## config.mk

```make
export PLATFORM = sky130hd
export DESIGN_NAME = register_file_flat
export DESIGN_NICKNAME = d
export VERILOG_FILES = /design/src/rtl/register_file_pkg.sv /design/src/rtl/register_file_if.sv /design/src/rtl/register_file_read_port.sv /design/src/rtl/register_file.sv /design/src/flat_wrapper.sv
export SDC_FILE = /design/constraint.sdc
export NUM_CORES = 2
export LEC_CHECK = 0
export CORE_MARGIN = 4
export CORE_UTILIZATION = 50
export CTS_CLUSTER_SIZE = 14
export DETAILED_ROUTE_END_ITERATION = 10
export MAX_ROUTING_LAYER = met4
export PLACE_DENSITY = 0.66
export SLEW_MARGIN = 20
export SYNTH_ARGS = -nofsm -noshare
export SYNTH_HDL_FRONTEND = slang
export SYNTH_SLANG_ARGS = --single-unit
```

## constraint.sdc

```tcl
create_clock -name clock -period 3 [get_ports clock]
set_clock_uncertainty 0.15 [all_clocks]
set_input_delay 0.45 -clock clock [delete_from_list [all_inputs] [get_ports clock]]
set_output_delay 0.45 -clock clock [all_outputs]
set_load 0.005 [all_outputs]
```

## src/rtl/register_file_pkg.sv

```systemverilog
// Shared register-file definitions used by decode, writeback and the register file itself.
package register_file_pkg;

  localparam int unsigned REG_ADDR_WIDTH = 5;
  localparam int unsigned REG_DATA_WIDTH = 32;
  localparam int unsigned REG_COUNT      = 1 << REG_ADDR_WIDTH;

  // Index of the register that reads as zero when the zero-register option is enabled
  localparam logic [REG_ADDR_WIDTH-1:0] REG_ZERO = '0;

  typedef logic [REG_ADDR_WIDTH-1:0] reg_addr_t;
  typedef logic [REG_DATA_WIDTH-1:0] reg_data_t;

  // One write-port request as seen by the writeback stage
  typedef struct packed {
    logic      en;
    reg_addr_t addr;
    reg_data_t data;
  } reg_wr_t;

endpackage

```

## src/rtl/register_file_if.sv

```systemverilog
// Register-file access bus: two read address/data pairs and one write port.
interface register_file_if
  import register_file_pkg::*;
#(
  parameter int unsigned DATA_WIDTH = REG_DATA_WIDTH,
  parameter int unsigned ADDR_WIDTH = REG_ADDR_WIDTH
);

  logic [ADDR_WIDTH-1:0] RA;
  logic [ADDR_WIDTH-1:0] RB;
  logic [ADDR_WIDTH-1:0] RW;
  logic                  sig_enable_write;
  logic [DATA_WIDTH-1:0] BusW;
  logic [DATA_WIDTH-1:0] BusA;
  logic [DATA_WIDTH-1:0] BusB;

  // Datapath side: supplies addresses and write data, consumes read data
  modport master (
    output RA, RB, RW, sig_enable_write, BusW,
    input  BusA, BusB
  );

  // Register file side
  modport slave (
    input  RA, RB, RW, sig_enable_write, BusW,
    output BusA, BusB
  );

endinterface

```

## src/rtl/register_file_read_port.sv

```systemverilog
// One asynchronous read port: combinational mux over the register array with zero-register masking.
module register_file_read_port
  import register_file_pkg::*;
#(
  parameter int unsigned DATA_WIDTH = REG_DATA_WIDTH,
  parameter int unsigned ADDR_WIDTH = REG_ADDR_WIDTH,
  parameter bit          ZERO_REG   = 1'b1
) (
  input  logic [(2**ADDR_WIDTH)-1:0][DATA_WIDTH-1:0] regs_i,
  input  logic [ADDR_WIDTH-1:0]                      addr_i,
  output logic [DATA_WIDTH-1:0]                      data_o
);

  // Select the addressed register; address 0 reads as zero when the zero register is enabled
  always_comb begin
    data_o = regs_i[addr_i];
    if (ZERO_REG && (addr_i == '0)) begin
      data_o = '0;
    end
  end

endmodule

```

## src/rtl/register_file.sv

```systemverilog
// General-purpose register file: 2**ADDR_WIDTH x DATA_WIDTH flops, two async read ports, one sync write port.
module register_file
  import register_file_pkg::*;
#(
  parameter int unsigned DATA_WIDTH = REG_DATA_WIDTH,
  parameter int unsigned ADDR_WIDTH = REG_ADDR_WIDTH,
  parameter bit          ZERO_REG   = 1'b1
) (
  input  logic            clock,
  input  logic            reset,
  register_file_if.slave  rf
);

  localparam int unsigned NREGS = 2**ADDR_WIDTH;

  logic [NREGS-1:0][DATA_WIDTH-1:0] mem_q;
  logic [NREGS-1:0][DATA_WIDTH-1:0] mem_d;
  logic                             wr_en;
  logic [DATA_WIDTH-1:0]            bus_a;
  logic [DATA_WIDTH-1:0]            bus_b;

  // Qualify the write: writes to the hardwired zero register are dropped
  always_comb begin
    wr_en = rf.sig_enable_write;
    if (ZERO_REG && (rf.RW == '0)) begin
      wr_en = 1'b0;
    end
  end

  // Next-state array: only the addressed register changes on an enabled write
  always_comb begin
    mem_d = mem_q;
    if (wr_en) begin
      mem_d[rf.RW] = rf.BusW;
    end
  end

  // Register array update; reset clears everything and overrides a same-cycle write
  always_ff @(posedge clock) begin
    if (reset) begin
      mem_q <= '0;
    end else begin
      mem_q <= mem_d;
    end
  end

  // Reads come straight from the flops, so a write becomes visible one edge later (no bypass)
  register_file_read_port #(
    .DATA_WIDTH (DATA_WIDTH),
    .ADDR_WIDTH (ADDR_WIDTH),
    .ZERO_REG   (ZERO_REG)
  ) u_read_a (
    .regs_i (mem_q),
    .addr_i (rf.RA),
    .data_o (bus_a)
  );

  register_file_read_port #(
    .DATA_WIDTH (DATA_WIDTH),
    .ADDR_WIDTH (ADDR_WIDTH),
    .ZERO_REG   (ZERO_REG)
  ) u_read_b (
    .regs_i (mem_q),
    .addr_i (rf.RB),
    .data_o (bus_b)
  );

  assign rf.BusA = bus_a;
  assign rf.BusB = bus_b;

endmodule

```

## src/flat_wrapper.sv

```systemverilog
// flat-port wrapper written by rule: the top's interface ports become plain ports
module register_file_flat import register_file_pkg::*;
#(
  parameter int unsigned DATA_WIDTH = REG_DATA_WIDTH,
  parameter int unsigned ADDR_WIDTH = REG_ADDR_WIDTH,
  parameter bit          ZERO_REG   = 1'b1
)
  (clock, reset, rf_RA, rf_RB, rf_RW, rf_sig_enable_write, rf_BusW, rf_BusA, rf_BusB);
  register_file_if #(.DATA_WIDTH(DATA_WIDTH), .ADDR_WIDTH(ADDR_WIDTH)) rf_i ();
  input  logic clock;
  input  logic reset;
  input wire logic [$bits(rf_i.RA)-1:0] rf_RA;
  input wire logic [$bits(rf_i.RB)-1:0] rf_RB;
  input wire logic [$bits(rf_i.RW)-1:0] rf_RW;
  input wire logic [$bits(rf_i.sig_enable_write)-1:0] rf_sig_enable_write;
  input wire logic [$bits(rf_i.BusW)-1:0] rf_BusW;
  output wire logic [$bits(rf_i.BusA)-1:0] rf_BusA;
  output wire logic [$bits(rf_i.BusB)-1:0] rf_BusB;
  assign rf_i.RA = rf_RA;
  assign rf_i.RB = rf_RB;
  assign rf_i.RW = rf_RW;
  assign rf_i.sig_enable_write = rf_sig_enable_write;
  assign rf_i.BusW = rf_BusW;
  assign rf_BusA = rf_i.BusA;
  assign rf_BusB = rf_i.BusB;
  register_file #(.DATA_WIDTH(DATA_WIDTH), .ADDR_WIDTH(ADDR_WIDTH), .ZERO_REG(ZERO_REG)) u_core (.clock(clock), .reset(reset), .rf(rf_i));
endmodule
```

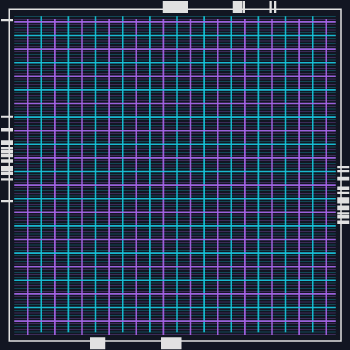
(PDN straps and rails)
(1 px per um) Pins as bars on the die edge.
| color | net |
|---|---|
| purple | VSS |
| cyan | VDD |
signal pins: 114
met5 straps: 23
met1 rails: 118

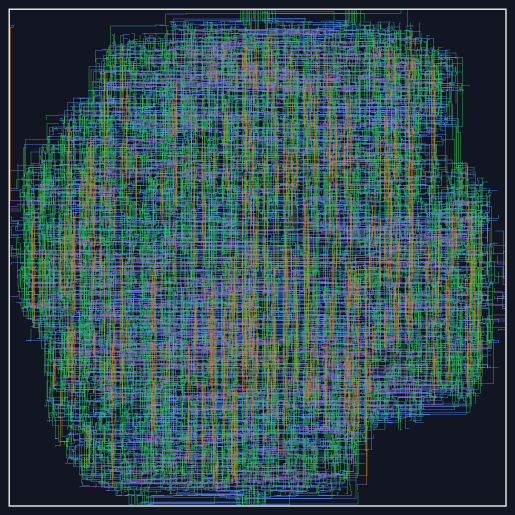
(routed metal, one color a layer)
(1.5 px per um)
| color | layer | wire length |
|---|---|---|
| purple | metal 3 | 32.7 mm |
| orange | metal 4 | 17,700 um |
| blue | metal 1 | 78.6 mm |
| green | metal 2 | 92.7 mm |

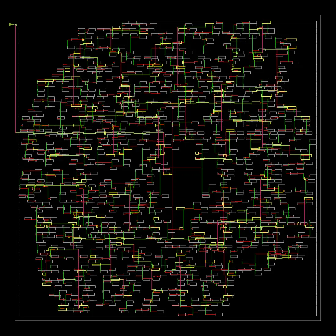
(clock nets)
number of flip-flops and latches: 1,024
Late-Pin Clk Latency: 700 ps
CTS Buf Count: 111
Clk. pwr: 14,500 uW
clock buf count: 164

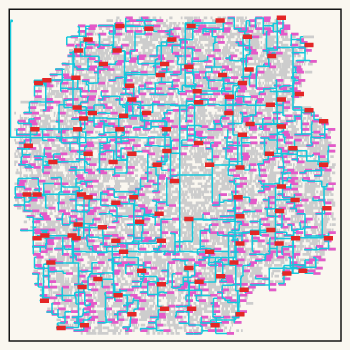
(clock distribution)
(1 px per um)
[magenta] flip-flops | count: 1,024
[red] clock drivers | count: 111
[cyan] clock wires | length: 13,000 um
routed clock nets: 112
flops lie: spread over the die

==> impl_metrics.csv <==
group,metric,value,unit
sta,setup_slack,-44.3,ps
layout,drive_above_1_share,26.4,%
cts,cts_buffer_depth,3,
sta,clock.fmax,0.328,GHz
sta,final-setup-viol-count,2,
outcome,violations,"setup timing",
synthesis,ys_top_cells_by_count,"2,047 x nand2_1, 1,024 x dfxtp_1, 992 x a21oi_1",
setup_path,setup.worst_path.end,"rf_BusA[9]",
detailed_routing,firstDrtPassIters,7,
layout,fin_nets,6114,
synthesis,yosys-top-cells-area,"dfxtp_1 40%, mux4_2 19%, nand2_1 15%",
detailed_routing,detail-route-antenna-nets,0,
global_route,gr-total-overflow,0,
synthesis,yosysTopAreaCellShare,39.5,%
outcome,status,"complete, but fails checks",
synthesis,synth_area,51900,um2
floorplan,die_y,330,um
global_route,track_usage,40.8,%
setup_path,crit_type,"in2out",
setup_path,rrSetupSlack,2100,ps
setup_path,crit_path_end_kind,"primary output",
cts,cts_tree,"yes",
synthesis,edf_count,0,
sta,period_used_share,101,%
setup_path,crit_top_cell,"buf_2",
setup_path,critPathRequiredTime,2400,ps
pwr,p_leak,0.0215,uW
layout,top_register,"u_core.mem_q",
detailed_routing,post_drt_via_cell_ratio,6.68,
layout,n_fill_cell,8262,
floorplan,ios,114,
synthesis,top_area_cell,"dfxtp_1",
synthesis,yosys_cells,5850,
detailed_routing,drc,0,
sta,rsz0062_at_grt,"yes",
synthesis,fp_nets,5900,
placement,dpl.cell_count,7297,
cell usage in the layout, fill, tap and decap left out, drive strengths merged:
| master | netlist | routed |
|---|---|---|
| nand2 | 2047 | 2047 |
| dfxtp | 1024 | 1024 |
| a21oi | 992 | 992 |
| buf | 229 | 620 |
| mux4 | 448 | 448 |
| clkbuf | 380 | 184 |
| mux2i | 128 | 128 |
| o21ai | 112 | 112 |
| nor2b | 100 | 100 |
| mux2 | 64 | 64 |
| a22oi | 64 | 64 |
| a211oi | 64 | 64 |
| a311oi | 64 | 64 |
| a221oi | 48 | 48 |
| clkdlybuf4s50 | 0 | 38 |
| nor2 | 34 | 34 |
| clkinv | 0 | 25 |
| clkdlybuf4s15 | 0 | 16 |
| o2111ai | 16 | 16 |
| dlygate4sd2 | 0 | 13 |
| bufinv | 0 | 10 |
| diode | 0 | 9 |
| and2 | 5 | 5 |
| nand3b | 5 | 5 |
| and3b | 5 | 5 |
| inv | 2 | 5 |
| nor3b | 4 | 4 |
| or3b | 4 | 4 |
| clkinvlp | 0 | 3 |
| nand2b | 2 | 2 |
| or2 | 2 | 2 |
| or4 | 2 | 2 |
| nand3 | 2 | 2 |
| and3 | 2 | 2 |
| bufbuf | 0 | 2 |
| nor3 | 1 | 1 |
| dlygate4sd3 | 0 | 1 |
layer usage:
layer | part of all wire [%] | wire length (um) | global-route usage, %
met3 | 15 | 32700 | 12.9
met5 | 0 | 0 | -
met1 | 35 | 78600 | 50.9
met4 | 8.0 | 17700 | 27.2
met2 | 42 | 92700 | 56.8
critical path, delay by kind of cell:
kind / cells / cell delay [ps]
buffers and inverters: 4 / 1160
AND-OR/OR-AND: 2 / 620
AND/OR/NAND/NOR: 1 / 180
cell families (layout without fill, tap and decap cells):
kind of cell / Yosys count / in the layout / share of synthesized area [%]
compound gates: 1360 / 1360 / 14.7
buf+inv: 611 / 917 / 5.63
flops: 1024 / 1024 / 39.5
mux: 640 / 640 / 23.3
other cells: 0 / 9 / 0
simple gates: 2215 / 2215 / 16.9
power by group:
part           leakage [uW]  switching [uW]  total [uW]  internal, uW
clock               0.00190            6020       14500          8500
combinational        0.0113            2080        3440          1360
sequential          0.00827            77.1       13800         13700
timing repair:
item,CTS,global route
setup endpoints to repair,64,56
resized,350,88
hold endpoints to repair,20,0
buffers inserted,21,12
hold buffers,1,0
pin swaps,51,27
gates cloned,2,3
area by class of cell:
| cell class | count | area share, % |
|---|---|---|
| inverters | 2 | 0.0177 |
| clock inverters | 41 | 0.855 |
| multi-input cells | 4215 | 46.7 |
| well taps | 1368 | 2.69 |
| clock buffers | 164 | 5.20 |
| flip-flops and latches | 1024 | 32.3 |
| diodes | 9 | 0.0354 |
| repair buffers | 710 | 12.2 |
metrics by stage:
| step | power, uW | instance area (um2) | setup TNS, ps | utilization, % | setup slack, ps |
|---|---|---|---|---|---|
| detailed placement | 17200 | 58400 | -19930 | 57.0 | -665 |
| global route | 32400 | 63600 | -60.8 | 62.2 | -21.1 |
| CTS | 31600 | 63300 | -1.43 | 61.8 | -1.43 |
| finish | 31700 | 63600 | -49.9 | 62.2 | -44.3 |
| global placement | 17200 | 58400 | -19900 | 57.0 | -704 |
| floorplan | 15600 | 51900 | 0 | - | 687 |
Power figures rest on the tool's default switching activity, not on a simulated workload.
